==> config.mk <==
export PLATFORM = sky130hd
export DESIGN_NAME = mc_ctrl_unit
export DESIGN_NICKNAME = d
export VERILOG_FILES = /design/src/rtl/mc_ctrl_unit.sv
export SDC_FILE = /design/constraint.sdc
export NUM_CORES = 1
export LEC_CHECK = 0
export ABC_AREA = 1
export CORE_AREA = 5 5 99 101
export CTS_CLUSTER_DIAMETER = 120
export DETAILED_ROUTE_END_ITERATION = 8
export DIE_AREA = 0 0 104 106
export PLACE_DENSITY = 0.87
export SLEW_MARGIN = 20
export SYNTH_ARGS = -nofsm -noshare
export SYNTH_HDL_FRONTEND = slang
export SYNTH_SLANG_ARGS = --single-unit
==> constraint.sdc <==
create_clock -name clk -period 2.5 [get_ports clk]
set_input_delay 0.75 -clock clk [delete_from_list [all_inputs] [get_ports clk]]
set_output_delay 0.75 -clock clk [all_outputs]
set_load 0.05 [all_outputs]
Figure 1. Congestion heat map (run 1).
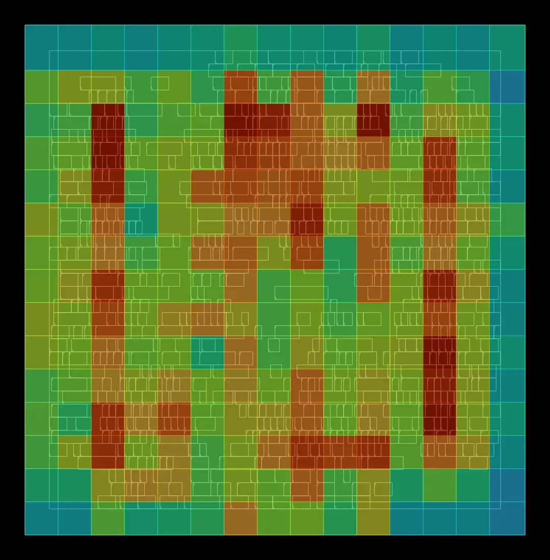
most used routing layer: met2
GRT Util Overall: 0.226
WL/cell: 14.4 um
final core area utilization: 0.638
met2 Resource Use GR: 0.395

Figure 2. I/O nets highlighted (run 1).
Drawn at 4 px/um.
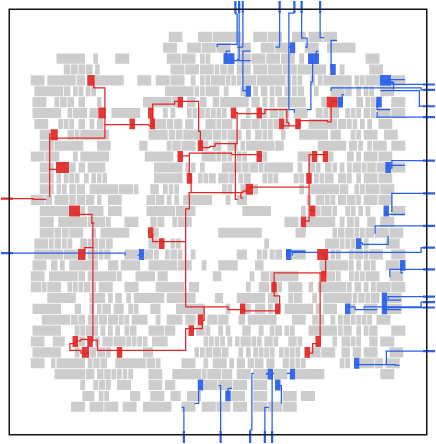
[rst] red | bits: 1 | direction: input | edge: left | end cells: 42 | buffers: 2 | wire: 479 um
[jaddr] blue | bits: 26 | direction: input | edge: 13 right, 7 top, 5 bottom, 1 left | end cells: 26 | buffers: 26 | wire: 510 um
IO Pins: 165
IO Port Bufs: 164

Figure 3. Selected gate families (run 1).
Drawn at 4 px/um.
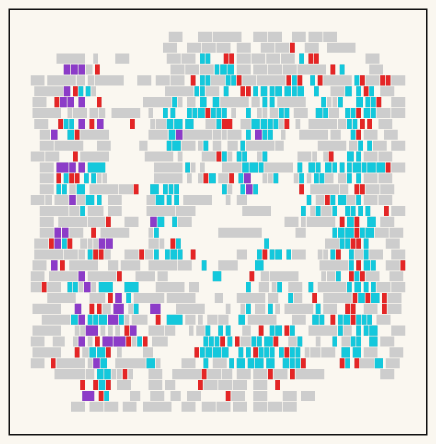
[aoi and oai cells] purple | cells: 40 | most used: a21oi_1
[nand cells] cyan | cells: 266 | most used: nand2_1 | where: spread over the die
[inv cells] red | cells: 114 | most used: inv_1 | where: spread over the die
fin cells: 902
most numerous logic cell after layout: nand2_1

==> flow_summary_export.csv <==
group,metric,value,unit
synthesis,synth_top_area_share,0.294,
routing,route.met3.wl,1070,um
clock_tree,clock_path_buffers,2,
global_routing,grt_max_degree,33,
run,cap_violations,0,
layout,drive_above_1_share,0.0948,
die,core-area,8930,sq um
critical_path,crit_chain,"nor2_1, inv_1, nor2_1, inv_1, o21ai_1, buf_12",
die,rows,35,
outcome,status,"finished, final reports clean",
sta,tightest_slew,558,ps
routing,vias_per_cell,5.00,
sta,fmax,0.421,GHz
synthesis,synth-warning-count,0,
synthesis,top_cells_by_count,"187 x nand2_1, 111 x inv_1, 68 x nor2_1",
clock_tree,worstSkewPairLatency,300,ps
synthesis,ys_seq_share,0.294,
critical_path,required,1750,ps
placement,gp_congestion,0.883,
global_routing,grt-ovfl-total,0,
## run 1: power breakdown
| part | internal (W) | switching, W |
|---|---|---|
| sequential | 0.000891 | 0.0000293 |
| clock | 0.000327 | 0.000295 |
| combinational | 0.000377 | 0.000456 |
| total | 0.00160 | 0.000780 |
## run 1: final cells by class
class,count,share of cell area
clock buffer,7,0.0151
clock inverter,1,0.00527
inverter,114,0.0757
multi-input combinational,423,0.349
sequential,53,0.187
tap,111,0.0244
timing repair buffer,193,0.344
## run 1: cells by family (layout without fill, tap and decap cells)
group | count (synthesis) | in the layout
AOI/OAI and AO/OA | 41 | 41
adders and majority gates | 1 | 1
buffers and inverters | 142 | 315
DFF | 53 | 53
and+or+nand+nor | 381 | 381
## run 1: per-stage QoR
step,utilization,instance area [sq um],total power (W),setup slack [ps]
after floorplan,-,3620,0.00137,-289
after global placement,0.623,5570,0.00175,-141
after detailed placement,0.623,5570,0.00177,-177
after CTS,0.638,5700,0.00239,41.0
after global routing,0.638,5700,0.00250,12.8
final,0.638,5700,0.00238,126
## run 1: layout by cell type, fill, tap and decap left out
master	n
a2111oi_0	1
a21oi_1	15
a221oi_1	2
buf_12	11
buf_2	1
buf_4	30
bufinv_16	1
clkbuf_1	1
clkbuf_8	6
clkdlybuf4s50_1	150
clkinvlp_4	1
dfxtp_1	50
dfxtp_2	3
dlygate4sd2_1	1
ha_1	1
inv_1	110
inv_2	3
nand2_1	186
nand2_2	4
nand2_4	1
nand3_1	44
nand3_2	2
nand4_1	28
nand4_2	1
nor2_1	67
nor2_2	2
nor2_4	5
nor3_1	8
nor3_2	3
nor3b_1	1
nor4_1	3
o21a_1	1
o21ai_0	10
o21ai_1	7
o21bai_1	1
o31ai_1	3
o32ai_1	1
or2_0	18
or2_1	7
or2_2	1
Power is estimated from default activity; no workload was simulated.
